**src/rtl/i2c_arbiter.sv**
```systemverilog
// Round-robin arbiter for two clients of one I2C master: each grant becomes a single-byte
// transaction, with a watchdog on both the ena/busy handshake and the busy period.
module i2c_arbiter #(
  parameter int unsigned TIMEOUT_CYCLES = 4095
) (
  input  logic       clk,
  input  logic       reset,
  input  logic       req0_valid,
  input  logic [6:0] req0_addr,
  input  logic       req0_rw,
  input  logic [7:0] req0_wdata,
  output logic       req0_ready,
  input  logic       req1_valid,
  input  logic [6:0] req1_addr,
  input  logic       req1_rw,
  input  logic [7:0] req1_wdata,
  output logic       req1_ready,
  output logic       done0,
  output logic       done1,
  output logic [7:0] rsp_rdata,
  output logic       rsp_err,
  output logic       rsp_timeout,
  output logic       i2c_ena,
  output logic [6:0] i2c_addr,
  output logic       i2c_rw,
  output logic [7:0] i2c_data_wr,
  input  logic       i2c_busy,
  input  logic [7:0] i2c_data_rd,
  input  logic       i2c_ack_error
);
  localparam int unsigned ADDR_W = 7;
  localparam int unsigned DATA_W = 8;
  localparam int unsigned WDOG_W = 12;
  localparam logic [WDOG_W-1:0] WDOG_LIMIT = WDOG_W'(TIMEOUT_CYCLES);

  typedef enum logic [1:0] {S_IDLE, S_ISSUE, S_WAIT, S_DONE} state_t;

  state_t              state_q, state_d;
  logic                owner_q, owner_d;
  logic                last_grant_q, last_grant_d;
  logic [WDOG_W-1:0]   wdog_q, wdog_d, wdog_inc;
  logic [DATA_W-1:0]   cap_rdata_q, cap_rdata_d;
  logic                cap_load_q, cap_load_d;
  logic                cap_err_q, cap_err_d;
  logic                cap_to_q, cap_to_d;
  logic                ena_d, rw_d;
  logic [ADDR_W-1:0]   addr_d;
  logic [DATA_W-1:0]   wdata_d, rdata_d;
  logic                done0_d, done1_d, err_d, to_d;
  logic                grant0, grant1;

  // req0 wins when alone or when req1 was served last; the two grants never overlap
  assign grant0     = req0_valid && (!req1_valid || last_grant_q);
  assign grant1     = req1_valid && (!req0_valid || !last_grant_q);
  assign req0_ready = !reset && (state_q == S_IDLE) && grant0;
  assign req1_ready = !reset && (state_q == S_IDLE) && grant1;
  assign wdog_inc   = wdog_q + WDOG_W'(1);

  // Next-state and next-output logic
  always_comb begin
    state_d      = state_q;
    owner_d      = owner_q;
    last_grant_d = last_grant_q;
    wdog_d       = wdog_q;
    cap_rdata_d  = cap_rdata_q;
    cap_load_d   = cap_load_q;
    cap_err_d    = cap_err_q;
    cap_to_d     = cap_to_q;
    ena_d        = i2c_ena;
    addr_d       = i2c_addr;
    rw_d         = i2c_rw;
    wdata_d      = i2c_data_wr;
    done0_d      = 1'b0;
    done1_d      = 1'b0;
    rdata_d      = rsp_rdata;
    err_d        = rsp_err;
    to_d         = rsp_timeout;
    case (state_q)
      S_IDLE: begin
        if (grant0 || grant1) begin
          owner_d = grant1;
          addr_d  = grant1 ? req1_addr : req0_addr;
          rw_d    = grant1 ? req1_rw : req0_rw;
          wdata_d = grant1 ? req1_wdata : req0_wdata;
          ena_d   = 1'b1;
          wdog_d  = '0;
          state_d = S_ISSUE;
        end
      end
      S_ISSUE: begin
        // busy sampled on the limit cycle still counts as a start
        if (i2c_busy) begin
          ena_d   = 1'b0;
          wdog_d  = '0;
          state_d = S_WAIT;
        end else if (wdog_inc == WDOG_LIMIT) begin
          ena_d      = 1'b0;
          cap_load_d = 1'b0;
          cap_err_d  = 1'b1;
          cap_to_d   = 1'b1;
          state_d    = S_DONE;
        end else begin
          wdog_d = wdog_inc;
        end
      end
      S_WAIT: begin
        ena_d = 1'b0;
        if (!i2c_busy) begin
          cap_rdata_d = i2c_data_rd;
          cap_load_d  = i2c_rw;
          cap_err_d   = i2c_ack_error;
          cap_to_d    = 1'b0;
          state_d     = S_DONE;
        end else if (wdog_inc == WDOG_LIMIT) begin
          cap_load_d = 1'b0;
          cap_err_d  = 1'b1;
          cap_to_d   = 1'b1;
          state_d    = S_DONE;
        end else begin
          wdog_d = wdog_inc;
        end
      end
      S_DONE: begin
        if (cap_load_q) rdata_d = cap_rdata_q;
        err_d        = cap_err_q;
        to_d         = cap_to_q;
        done0_d      = !owner_q;
        done1_d      = owner_q;
        last_grant_d = owner_q;
        state_d      = S_IDLE;
      end
      default: state_d = S_IDLE;
    endcase
  end

  // State and output registers
  always_ff @(posedge clk) begin
    if (reset) begin
      state_q      <= S_IDLE;
      owner_q      <= 1'b0;
      last_grant_q <= 1'b1;
      wdog_q       <= '0;
      cap_rdata_q  <= '0;
      cap_load_q   <= 1'b0;
      cap_err_q    <= 1'b0;
      cap_to_q     <= 1'b0;
      i2c_ena      <= 1'b0;
      i2c_addr     <= '0;
      i2c_rw       <= 1'b0;
      i2c_data_wr  <= '0;
      done0        <= 1'b0;
      done1        <= 1'b0;
      rsp_rdata    <= '0;
      rsp_err      <= 1'b0;
      rsp_timeout  <= 1'b0;
    end else begin
      state_q      <= state_d;
      owner_q      <= owner_d;
      last_grant_q <= last_grant_d;
      wdog_q       <= wdog_d;
      cap_rdata_q  <= cap_rdata_d;
      cap_load_q   <= cap_load_d;
      cap_err_q    <= cap_err_d;
      cap_to_q     <= cap_to_d;
      i2c_ena      <= ena_d;
      i2c_addr     <= addr_d;
      i2c_rw       <= rw_d;
      i2c_data_wr  <= wdata_d;
      done0        <= done0_d;
      done1        <= done1_d;
      rsp_rdata    <= rdata_d;
      rsp_err      <= err_d;
      rsp_timeout  <= to_d;
    end
  end

endmodule
```
**config.mk**
```make
export PLATFORM = sky130hd
export DESIGN_NAME = i2c_arbiter
export DESIGN_NICKNAME = d
export VERILOG_FILES = /design/src/rtl/i2c_arbiter.sv
export SDC_FILE = /design/constraint.sdc
export NUM_CORES = 1
export LEC_CHECK = 0
export CAP_MARGIN = 0
export CELL_PAD_IN_SITES_DETAIL_PLACEMENT = 0
export CELL_PAD_IN_SITES_GLOBAL_PLACEMENT = 2
export CORE_MARGIN = 2
export CORE_UTILIZATION = 29
export DETAILED_ROUTE_END_ITERATION = 7
export GPL_TIMING_DRIVEN = 0
export PLACE_DENSITY = 0.95
export SETUP_SLACK_MARGIN = 0.4
export SYNTH_ARGS = -nofsm -noshare
export SYNTH_HDL_FRONTEND = slang
export SYNTH_SLANG_ARGS = --single-unit
export TNS_END_PERCENT = 100
```
**constraint.sdc**
```tcl
create_clock -name clk -period 6.5 [get_ports clk]
set_clock_uncertainty 0.15 [all_clocks]
set_input_delay 1.3 -clock clk [delete_from_list [all_inputs] [get_ports clk]]
set_output_delay 1.3 -clock clk [all_outputs]
set_load 0.01 [all_outputs]
```
==> results.cfg <==
; synthesis and place-and-route metrics
[outcome]
status = completed

[power]
pwr_density_cell_nw_per_um2 = 194.0
comb_power_share_pct = 19.3
p_sw_share_pct = 27.82
clkPwrFrac_pct = 28.3
seqPwrFrac_pct = 52.4
p_sw_mw = 0.1971
p_leak_nw = 1.308
ir_drop_mv = 0.1006
p_total_mw = 0.7085

[setup_path]
cpMostUsedCell = clkdlybuf4s50_1
crit_path_start_kind = input port
ff2ff_path_depth = 8
crit_family = buffers and inverters
path_max_fanout = 8
cp.arrival_ns = 3.18
cp.depth = 5
crit_buf_inv = 3
cp_slowest_stage_delay_ns = 0.56
r2r_setup_slack_ns = 3.62

[clock_network]
cts-root-buf = clkbuf_8
clk_pin_slew_ns = 0.10
clk_latency_ns = 0.31
cts_htree_levels = 2
cts_num_sinks = 56
cts_setup_buffers = 0
cts_resized = 0
cts_tree = built
numCtsBuffers = 5
cts_max_path_buffers = 2

[floorplanning]
fp_util_pct = 30.25
die-area_sq_um = 9968
die_w_um = 99.84

[placed_design]
place_area_sq_um = 3560
pre_cts_ws_ns = 1.816
portBuffers = 76
dp_hpwl_um = 5006
dp_cells = 490

[global_route]
grt_pass1_vias = 2263
grt_pass1_wl_um = 10850
grt_max_degree = 19
grt_overflow = 0

[sta]
rsz0062_at_grt = no
fin_crit_ns = 4.627
timing_hold_violations_final = 0
relSlewSlack_pct = 55.10
fmax_mhz = 216.1
finalSetupTns_ns = 0
period_used_pct = 71.19

[logic_synthesis]
syn-instance-count = 306
ys_area_sq_um = 2664
synth-async-reset-ratio_pct = 0
fp_nets = 361
synth_cell_types = 50
synthTopCellsByCount = dfxtp_1 (56), nand2_1 (38), nor2_1 (31)
syn_area_per_cell_sq_um = 8.705
ys_cells = 306
synth-edff-count = 0
largest_area_cell = dfxtp_1
numSynthFlops = 56
yosysWarnings = 0
synth.most_common_cell = dfxtp_1

[detailed_routing]
wl_um = 6588
route.vias.total = 2402

[final_layout]
drive_gt1_share_pct = 5.897
syn_to_final_growth_pct = 37.06
num-fill-cells = 885
fin_cells = 498

[flow_run]
cap_viol_max_count = 0
==> layout make-up <==
type	count	area, sq um	share of cell area (%)
Multi-Input combinational cell	224	1425	39.03
Sequential cell	56	1121	30.71
Timing Repair Buffer	76	760.7	20.84
Tap cell	108	135.1	3.701
Buffer	21	98.84	2.707
Clock buffer	5	68.82	1.885
Clock inverter	3	22.52	0.6169
Inverter	5	18.77	0.5141
==> cell families after synthesis <==
logic type,Yosys count,synth area share [%]
mux,19,7.186
fa+ha+maj,9,4.227
simple gates,120,22.12
xor+xnor,7,2.302
compound gates,69,17.66
buf+inv,26,4.415
flops,56,42.09
==> sequential cells by signal (all words and copies together) (netlist names) <==
| register | cells |
|---|---|
| wdog_q | 12 |
| cap_rdata_q | 8 |
| i2c_data_wr | 8 |
| rsp_rdata | 8 |
| i2c_addr | 7 |
| state_q | 2 |
| cap_err_q | 1 |
| cap_load_q | 1 |
| cap_to_q | 1 |
| done0 | 1 |
| done1 | 1 |
| i2c_ena | 1 |
| i2c_rw | 1 |
| last_grant_q | 1 |
| owner_q | 1 |
| rsp_err | 1 |
| rsp_timeout | 1 |
==> path summary, 6_finish.rpt <==
check | endpoint | start
setup / recovery | req1_ready | req1_valid
hold / removal | rsp_rdata[5] | rsp_rdata[5]
setup reg to reg | wdog_q[4] | state_q[0]
hold reg to reg | rsp_rdata[5] | rsp_rdata[5]
==> power by group through the flow <==
stage / Sequential (mW) / Combinational [mW] / Clock [mW]
after floorplan: 0.383 / 0.0592 / 0
after CTS: 0.371 / 0.139 / 0.207
final: 0.371 / 0.137 / 0.201
after global placement: 0.378 / 0.138 / 0
after detailed placement: 0.379 / 0.139 / 0
after global routing: 0.374 / 0.150 / 0.224
==> worst min-delay path: cells and delay by family (launching register included) <==
family / cells / cell delay (ns)
flops: 1 / 0.32
simple gates: 1 / 0.05
compound gates: 1 / 0.05
==> layer usage <==
layer  GRT usage (%)  wire (um)  part of all wire [%]
met5               0          0                     0
met4           4.215         74                   1.1
met1           17.68       3114                    47
met2           21.73       3041                    46
met3           3.482        357                   5.4
==> layout by cell type (no fill, tap or decap), types with 3 or more instances in the layout <==
| cell | n |
|---|---|
| clkdlybuf4s50_1 | 76 |
| ha_1 | 9 |
| buf_1 | 3 |
| clkbuf_1 | 13 |
| a211oi_1 | 18 |
| or4_1 | 3 |
| mux2i_1 | 18 |
| buf_4 | 3 |
| xor2_1 | 3 |
| nand3_1 | 16 |
| dfxtp_1 | 56 |
| xnor2_1 | 4 |
| a21oi_1 | 29 |
| o21ai_0 | 3 |
| inv_1 | 5 |
| nor3b_1 | 3 |
| nand2_1 | 38 |
| nor2b_1 | 4 |
| clkbuf_8 | 5 |
| nor2_1 | 31 |
| nor3_1 | 7 |
| o31ai_1 | 3 |
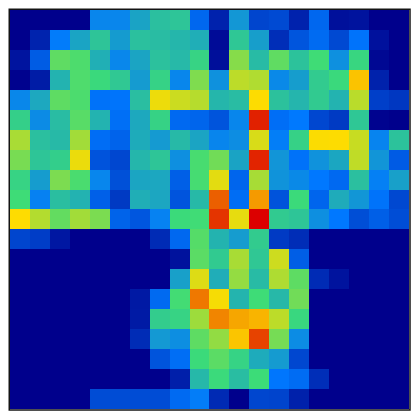
(images/route_heat.png)
(4 px per um) The die is cut into 20 by 20 equal tiles; dark blue is low, red is high, scaled to the fullest tile. Values are wire area over tile area, all layers added.
- emptiest ninth of the die: south-west
- nearly empty tiles: 28%
- fullest tile: 0.38

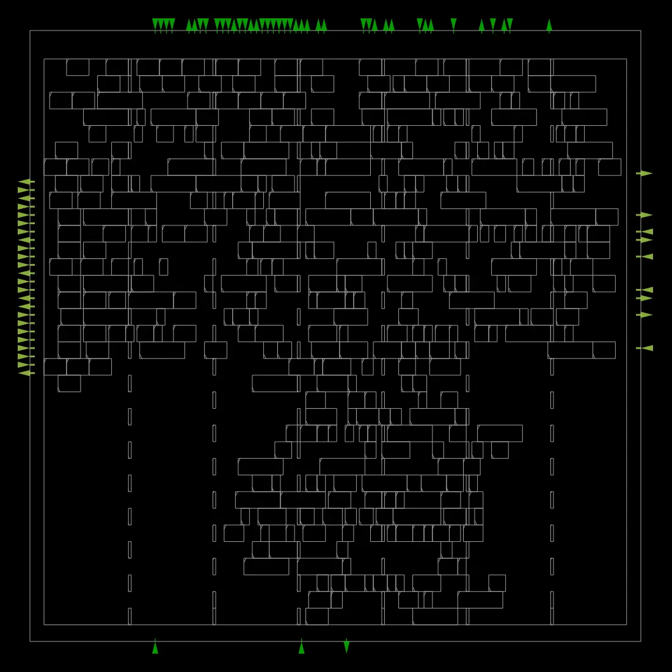
(images/placed.png)
flop share of the area: 30.71%
Cell Rows: 34
core box area: 8806 sq um

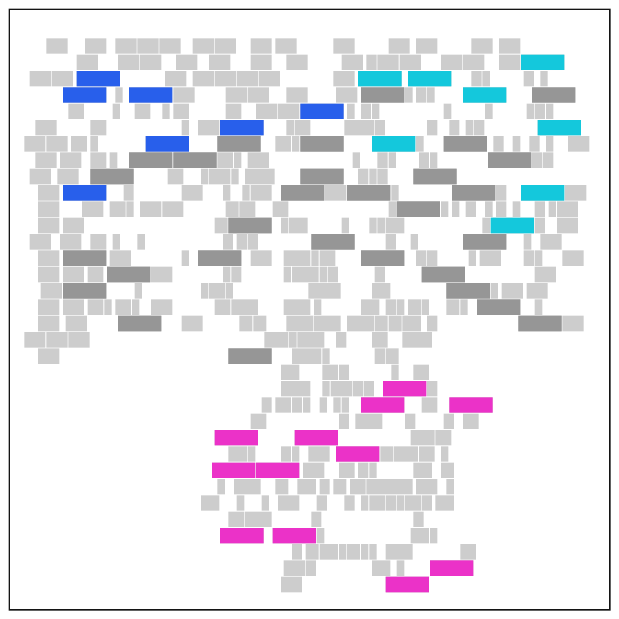
(images/ff_map.png)
(6 px per um) Other sequential cells in the stronger grey, the rest of the logic in the fainter grey.
- i2c_addr: blue (placed flops 7; where north-west)
- rsp_rdata: cyan (placed flops 8; where north-east)
- wdog_q: magenta (placed flops 12; where south)
Storage cell area: 1121 sq um
total sequential power: 0.371 mW
Final Util: 41.46%

Power figures rest on the tool's default switching activity, not on a simulated workload.
